==> src/rtl/uart_tx_serializer_if.sv <==
// Bus between the TX sequencer (master) and the UART serializer (slave).
//   data      master->slave  byte to transmit, sampled only on an accepted send
//   send      master->slave  start request; a request is accepted on any rising
//                            clk edge where send = 1 and the serializer is idle
//                            (busy = 0). Requests while busy are dropped, not queued.
//   tx        slave->master  serial line, idle high
//   done_tx   slave->master  1-cycle pulse when the stop bit has completed
//   busy      slave->master  high while a frame is in flight
//   state_dbg slave->master  current FSM state, for observation only
interface uart_tx_serializer_if;
  logic [7:0] data;
  logic       send;
  logic       tx;
  logic       done_tx;
  logic       busy;
  logic [2:0] state_dbg;

  modport master (
    output data, send,
    input  tx, done_tx, busy, state_dbg
  );

  modport slave (
    input  data, send,
    output tx, done_tx, busy, state_dbg
  );
endinterface

==> src/rtl/uart_tx_serializer.sv <==
// UART transmitter: latches one byte on an accepted send and shifts it onto tx
// as start + 8 data bits (LSB first) + optional parity + stop, then pulses
// done_tx for one cycle on return to idle.
// Ports:
//   clk    system clock, all logic on posedge
//   reset  synchronous, active-high; aborts any frame, tx returns high next cycle
//   bus    uart_tx_serializer_if.slave (data, send, tx, done_tx, busy, state_dbg)
// Parameters:
//   CLKS_PER_BIT  clk cycles per bit, >= 2
//   PARITY        0 = none, 1 = even, 2 = odd
module uart_tx_serializer #(
  parameter int CLKS_PER_BIT = 5208,
  parameter int PARITY       = 0
) (
  input logic                 clk,
  input logic                 reset,
  uart_tx_serializer_if.slave bus
);

  generate
    if (PARITY < 0 || PARITY > 2) begin : g_bad_parity
      $error("uart_tx_serializer: PARITY must be 0, 1 or 2");
    end
    if (CLKS_PER_BIT < 2) begin : g_bad_cpb
      $error("uart_tx_serializer: CLKS_PER_BIT must be >= 2");
    end
  endgenerate

  localparam int CW = $clog2(CLKS_PER_BIT);
  localparam logic [CW-1:0] CNT_MAX = CW'(CLKS_PER_BIT - 1);

  typedef enum logic [2:0] {
    ST_IDLE   = 3'd0,
    ST_START  = 3'd1,
    ST_DATA   = 3'd2,
    ST_PARITY = 3'd3,
    ST_STOP   = 3'd4
  } state_t;

  state_t        state;
  logic [CW-1:0] cnt;
  logic [2:0]    bit_idx;
  logic [7:0]    shift_reg;
  logic          tx_q;
  logic          done_q;
  logic          busy_q;
  logic          parity_bit;
  logic          bit_end;

  // Parity is taken from the latched byte, so data changes after accept
  // cannot alter it.
  assign parity_bit = (PARITY == 2) ? ~^shift_reg : ^shift_reg;
  assign bit_end    = (cnt == CNT_MAX);

  // tx is registered and loaded with the next bit's level on the same edge
  // the state advances, so the line changes exactly at each bit boundary.
  always_ff @(posedge clk) begin
    if (reset) begin
      state     <= ST_IDLE;
      cnt       <= '0;
      bit_idx   <= '0;
      shift_reg <= '0;
      tx_q      <= 1'b1;
      done_q    <= 1'b0;
      busy_q    <= 1'b0;
    end else begin
      done_q <= 1'b0;
      case (state)
        ST_IDLE: begin
          tx_q    <= 1'b1;
          cnt     <= '0;
          bit_idx <= '0;
          if (bus.send) begin
            shift_reg <= bus.data;
            tx_q      <= 1'b0;
            busy_q    <= 1'b1;
            state     <= ST_START;
          end
        end
        ST_START: begin
          if (bit_end) begin
            cnt     <= '0;
            bit_idx <= '0;
            tx_q    <= shift_reg[0];
            state   <= ST_DATA;
          end else begin
            cnt <= cnt + CW'(1);
          end
        end
        ST_DATA: begin
          if (bit_end) begin
            cnt <= '0;
            if (bit_idx == 3'd7) begin
              if (PARITY != 0) begin
                tx_q  <= parity_bit;
                state <= ST_PARITY;
              end else begin
                tx_q  <= 1'b1;
                state <= ST_STOP;
              end
            end else begin
              bit_idx <= bit_idx + 3'd1;
              tx_q    <= shift_reg[bit_idx + 3'd1];
            end
          end else begin
            cnt <= cnt + CW'(1);
          end
        end
        ST_PARITY: begin
          if (bit_end) begin
            cnt   <= '0;
            tx_q  <= 1'b1;
            state <= ST_STOP;
          end else begin
            cnt <= cnt + CW'(1);
          end
        end
        ST_STOP: begin
          if (bit_end) begin
            cnt    <= '0;
            tx_q   <= 1'b1;
            done_q <= 1'b1;
            busy_q <= 1'b0;
            state  <= ST_IDLE;
          end else begin
            cnt <= cnt + CW'(1);
          end
        end
        default: begin
          cnt    <= '0;
          tx_q   <= 1'b1;
          busy_q <= 1'b0;
          state  <= ST_IDLE;
        end
      endcase
    end
  end

  assign bus.tx        = tx_q;
  assign bus.done_tx   = done_q;
  assign bus.busy      = busy_q;
  assign bus.state_dbg = state;

endmodule

==> src/flat_wrapper.sv <==
// flat-port wrapper written by rule: the top's interface ports become plain ports
module uart_tx_serializer_flat 
#(
  parameter int CLKS_PER_BIT = 5208,
  parameter int PARITY       = 0
)
  (clk, reset, bus_data, bus_send, bus_tx, bus_done_tx, bus_busy, bus_state_dbg);
  uart_tx_serializer_if bus_i ();
  input logic clk;
  input logic reset;
  input wire logic [$bits(bus_i.data)-1:0] bus_data;
  input wire logic [$bits(bus_i.send)-1:0] bus_send;
  output wire logic [$bits(bus_i.tx)-1:0] bus_tx;
  output wire logic [$bits(bus_i.done_tx)-1:0] bus_done_tx;
  output wire logic [$bits(bus_i.busy)-1:0] bus_busy;
  output wire logic [$bits(bus_i.state_dbg)-1:0] bus_state_dbg;
  assign bus_i.data = bus_data;
  assign bus_i.send = bus_send;
  assign bus_tx = bus_i.tx;
  assign bus_done_tx = bus_i.done_tx;
  assign bus_busy = bus_i.busy;
  assign bus_state_dbg = bus_i.state_dbg;
  uart_tx_serializer #(.CLKS_PER_BIT(CLKS_PER_BIT), .PARITY(PARITY)) u_core (.clk(clk), .reset(reset), .bus(bus_i));
endmodule
==> config.mk <==
export PLATFORM = sky130hd
export DESIGN_NAME = uart_tx_serializer_flat
export DESIGN_NICKNAME = d
export VERILOG_FILES = /design/src/rtl/uart_tx_serializer_if.sv /design/src/rtl/uart_tx_serializer.sv /design/src/flat_wrapper.sv
export SDC_FILE = /design/constraint.sdc
export NUM_CORES = 1
export LEC_CHECK = 0
export CORE_MARGIN = 2
export CORE_UTILIZATION = 50
export CTS_CLUSTER_SIZE = 24
export DETAILED_ROUTE_END_ITERATION = 10
export PLACE_DENSITY = 0.76
export SLEW_MARGIN = 10
export SYNTH_ARGS = -nofsm -noshare
export SYNTH_HDL_FRONTEND = slang
export SYNTH_SLANG_ARGS = --single-unit
==> constraint.sdc <==
create_clock -name clk -period 5.3 [get_ports clk]
set_input_delay 0.795 -clock clk [delete_from_list [all_inputs] [get_ports clk]]
set_output_delay 0.795 -clock clk [all_outputs]
set_load 0.03 [all_outputs]
**Register map, names as in the netlist**

Drawn at 6 px/um.
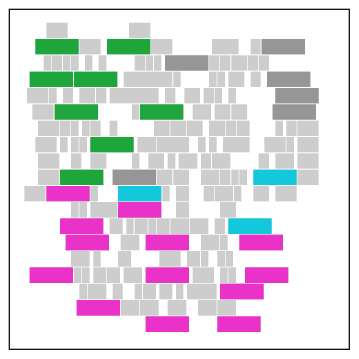
legend:
  `u_core.cnt`:
    color: magenta
    sequential_cells: 13
  `u_core.shift_reg`:
    color: green
    sequential_cells: 8
  `u_core.bus.state_dbg`:
    color: cyan
    sequential_cells: 3
not colored: 6
sequential share of cell area: 37.7%
Power Sequential: 236 uW
final core occ: 59.3%

**M2 wires**

Drawn at 6 px/um.
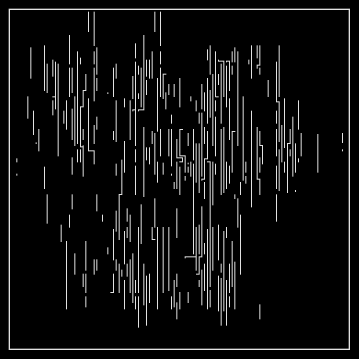
nets with wire on the layer: 159
longest straight run: 20.7 um
share of all routed wire: 44%
wire length on this layer: 1170 um
main direction: vertical
GR Layer Usage met2: 27.6%
vias: 1148
post-detailed-routing wire length: 2650 um

**Routing congestion map**

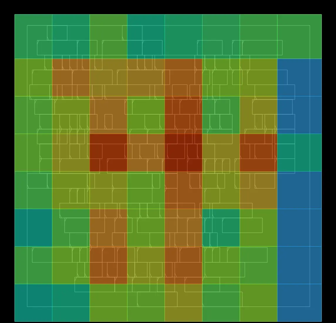
met1 GRT Util: 27.4%
GR peak layer: met2
gr usage total: 19.2%
GR Util met3: 5.30%

==> out/metrics.cfg <==
[status]
status=completed

[place]
routabilityCongestion=0.771
portBuffers=16

[cells_and_area]
comb_area_um2=738
largest_reg_flops=13
diodes=0
fin_nets=187
lay_top_cells=30 x dfxtp_1, 22 x nand2_1, 20 x nor2_1
drive_above_1_share_pct=6.94

[setup_path]
path_buffers=1
arrival_ns=1.61
critPathMaxFanout=11
crit_path_start_kind=flop
critPathCaptureType=primary output
crit_type=reg2out
crit_slowest_cell=clkdlybuf4s50_1
max_stage_delay_ns=0.74

[synthesis]
syn-instance-count=158
synth_flops=30
synth_area_um2=1380
synthesis.nets=172
yosysTopAreaCell=dfxtp_1
synth.area.top_cells=dfxtp_1 44%, xor2_1 7.0%, nand2_1 6.0%
seq_area_frac_synth_pct=43.7

[routing]
drt_first_pass_iters=4
drt_iter0_markers=32
drc=0

[power]
powerDensity_nw_per_um2=248
p_total_uw=396
power_switching_uw=96.0
power.share.clock_pct=30.9
switching_share_pct=24.3

[clock_tree]
cts_tree=built
cts_resized=0
htree_levels=2
post_cts_buffers=0
cts_buffers=5
root_buffer=clkbuf_4
path_clk_slew_ns=0.10

[timing]
worst_pin_slew_ns=0.723
rsz0062_at_grt=no
fin_hold_ws_ns=0.450
finalHoldViolations=0
maxSlewHeadroom_pct=51.6
fin_setup_tns_ns=0
period_minus_slack_ns=2.41

[global_routing]
grt_pass1_wl_um=4770
grt_pass1_vias=1100
grt_max_degree=19

[die]
initial_core_util_pct=51.2
die_area_um2=3190
die_x_um=56.4
fp.coreArea_um2=2690
die_h_um=56.4

[hold_path]
hp-class=reg2reg

**Sizing map**

Drawn at 8 px/um.
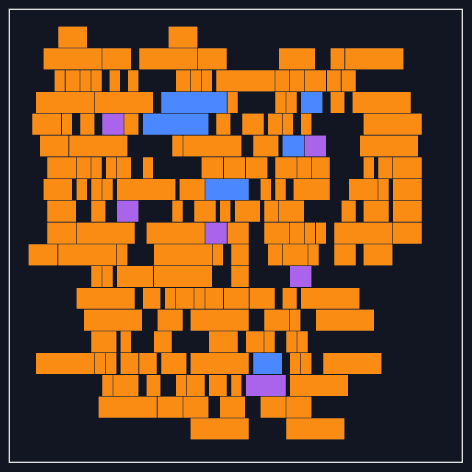
legend:
  x1 and smaller:
    color: orange
    cells: 161
    share: 93%
  x2:
    color: blue
    cells: 6
    share: 3.5%
  x3 and x4:
    color: purple
    cells: 6
    share: 3.5%
area delta synth->final: 15.9%
fin area: 1590 um2

**Layout detail**

Window x 16 to 41, y 16 to 41 um. Cells in gray, sequential cells in the stronger gray; small squares are vias.
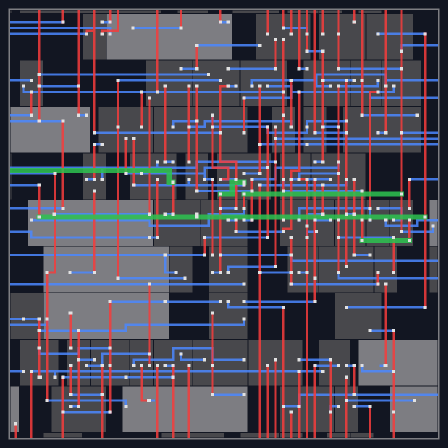
legend:
  M2:
    color: red
  M3:
    color: green
  M1:
    color: blue
netlist names of flops here include: `u_core.bus.state_dbg` (2), `u_core.cnt` (2), `u_core.shift_reg` (2)
sequential cells in the window: 7
most frequent: nor2_1 (9), dfxtp_1 (7), xor2_1 (5)
cells with their middle in the window: 53

==> area by class of cell <==
| class | instances | area share, % |
|---|---|---|
| clock buffer | 7 | 2.83 |
| inverter | 3 | 0.706 |
| multi-input combinational | 117 | 46.3 |
| sequential | 30 | 37.7 |
| tap | 31 | 2.43 |
| timing repair buffer | 16 | 10.0 |
==> worst paths after layout <==
| kind | from | to | slack [ns] | cells after the start |
|---|---|---|---|---|
| min reg2reg | u_core.cnt[0] | u_core.cnt[0] | 0.45 | 1 |
| min | u_core.cnt[0] | u_core.cnt[0] | 0.45 | 1 |
| max | u_core.bus.state_dbg[2] | bus_state_dbg[2] | 2.89 | 1 |
| max reg2reg | u_core.cnt[8] | u_core.cnt[6] | 3.13 | 4 |
==> per-stage QoR <==
stage / cell area (um2) / std cells
2_1_floorplan: 1380 / 158
3_3_place_gp: 1540 / 197
3_5_place_dp: 1540 / 197
4_1_cts: 1590 / 204
5_1_grt: 1590 / 204
6_report: 1590 / 204
==> synthesized netlist by cell type, types with 2 or more instances <==
library cell,n
or3_2,2
inv_1,3
o31a_1,2
dfxtp_1,30
and2_1,2
a21oi_1,15
nand4_1,6
xor2_1,11
mux4_2,2
nor3_1,2
o21ai_0,4
ha_1,3
clkbuf_1,6
nand3_1,2
nor2_1,20
nand3b_1,3
nand2_1,22
xnor2_1,2
and3_1,2
or4_1,2
==> layer usage <==
metal  global-route usage [%]  part of all wire, %
met1                     27.4                   51
met2                     27.6                   44
met3                     5.30                  4.1
met4                     7.14                 0.64
met5                        0                    0
==> cells by family (layout without fill, tap and decap cells) <==
| kind of cell | Yosys count | after routing | synth area share (%) |
|---|---|---|---|
| mux | 2 | 2 | 3.28 |
| buf+inv | 11 | 26 | 3.09 |
| compound gates | 27 | 27 | 11.7 |
| simple gates | 72 | 72 | 27.2 |
| flops | 30 | 30 | 43.7 |
| fa+ha+maj | 3 | 3 | 2.73 |
| xor+xnor | 13 | 13 | 8.28 |
==> power groups by stage <==
stage          sequential (mW)  combinational (mW)  clock (mW)
4_1_cts                  0.236              0.0376       0.125
6_report                 0.236              0.0376       0.122
5_1_grt                  0.237              0.0417       0.134
3_5_place_dp             0.241              0.0374           0
3_3_place_gp             0.241              0.0364           0
2_1_floorplan            0.243              0.0195           0
Power figures rest on the tool's default switching activity, not on a simulated workload.
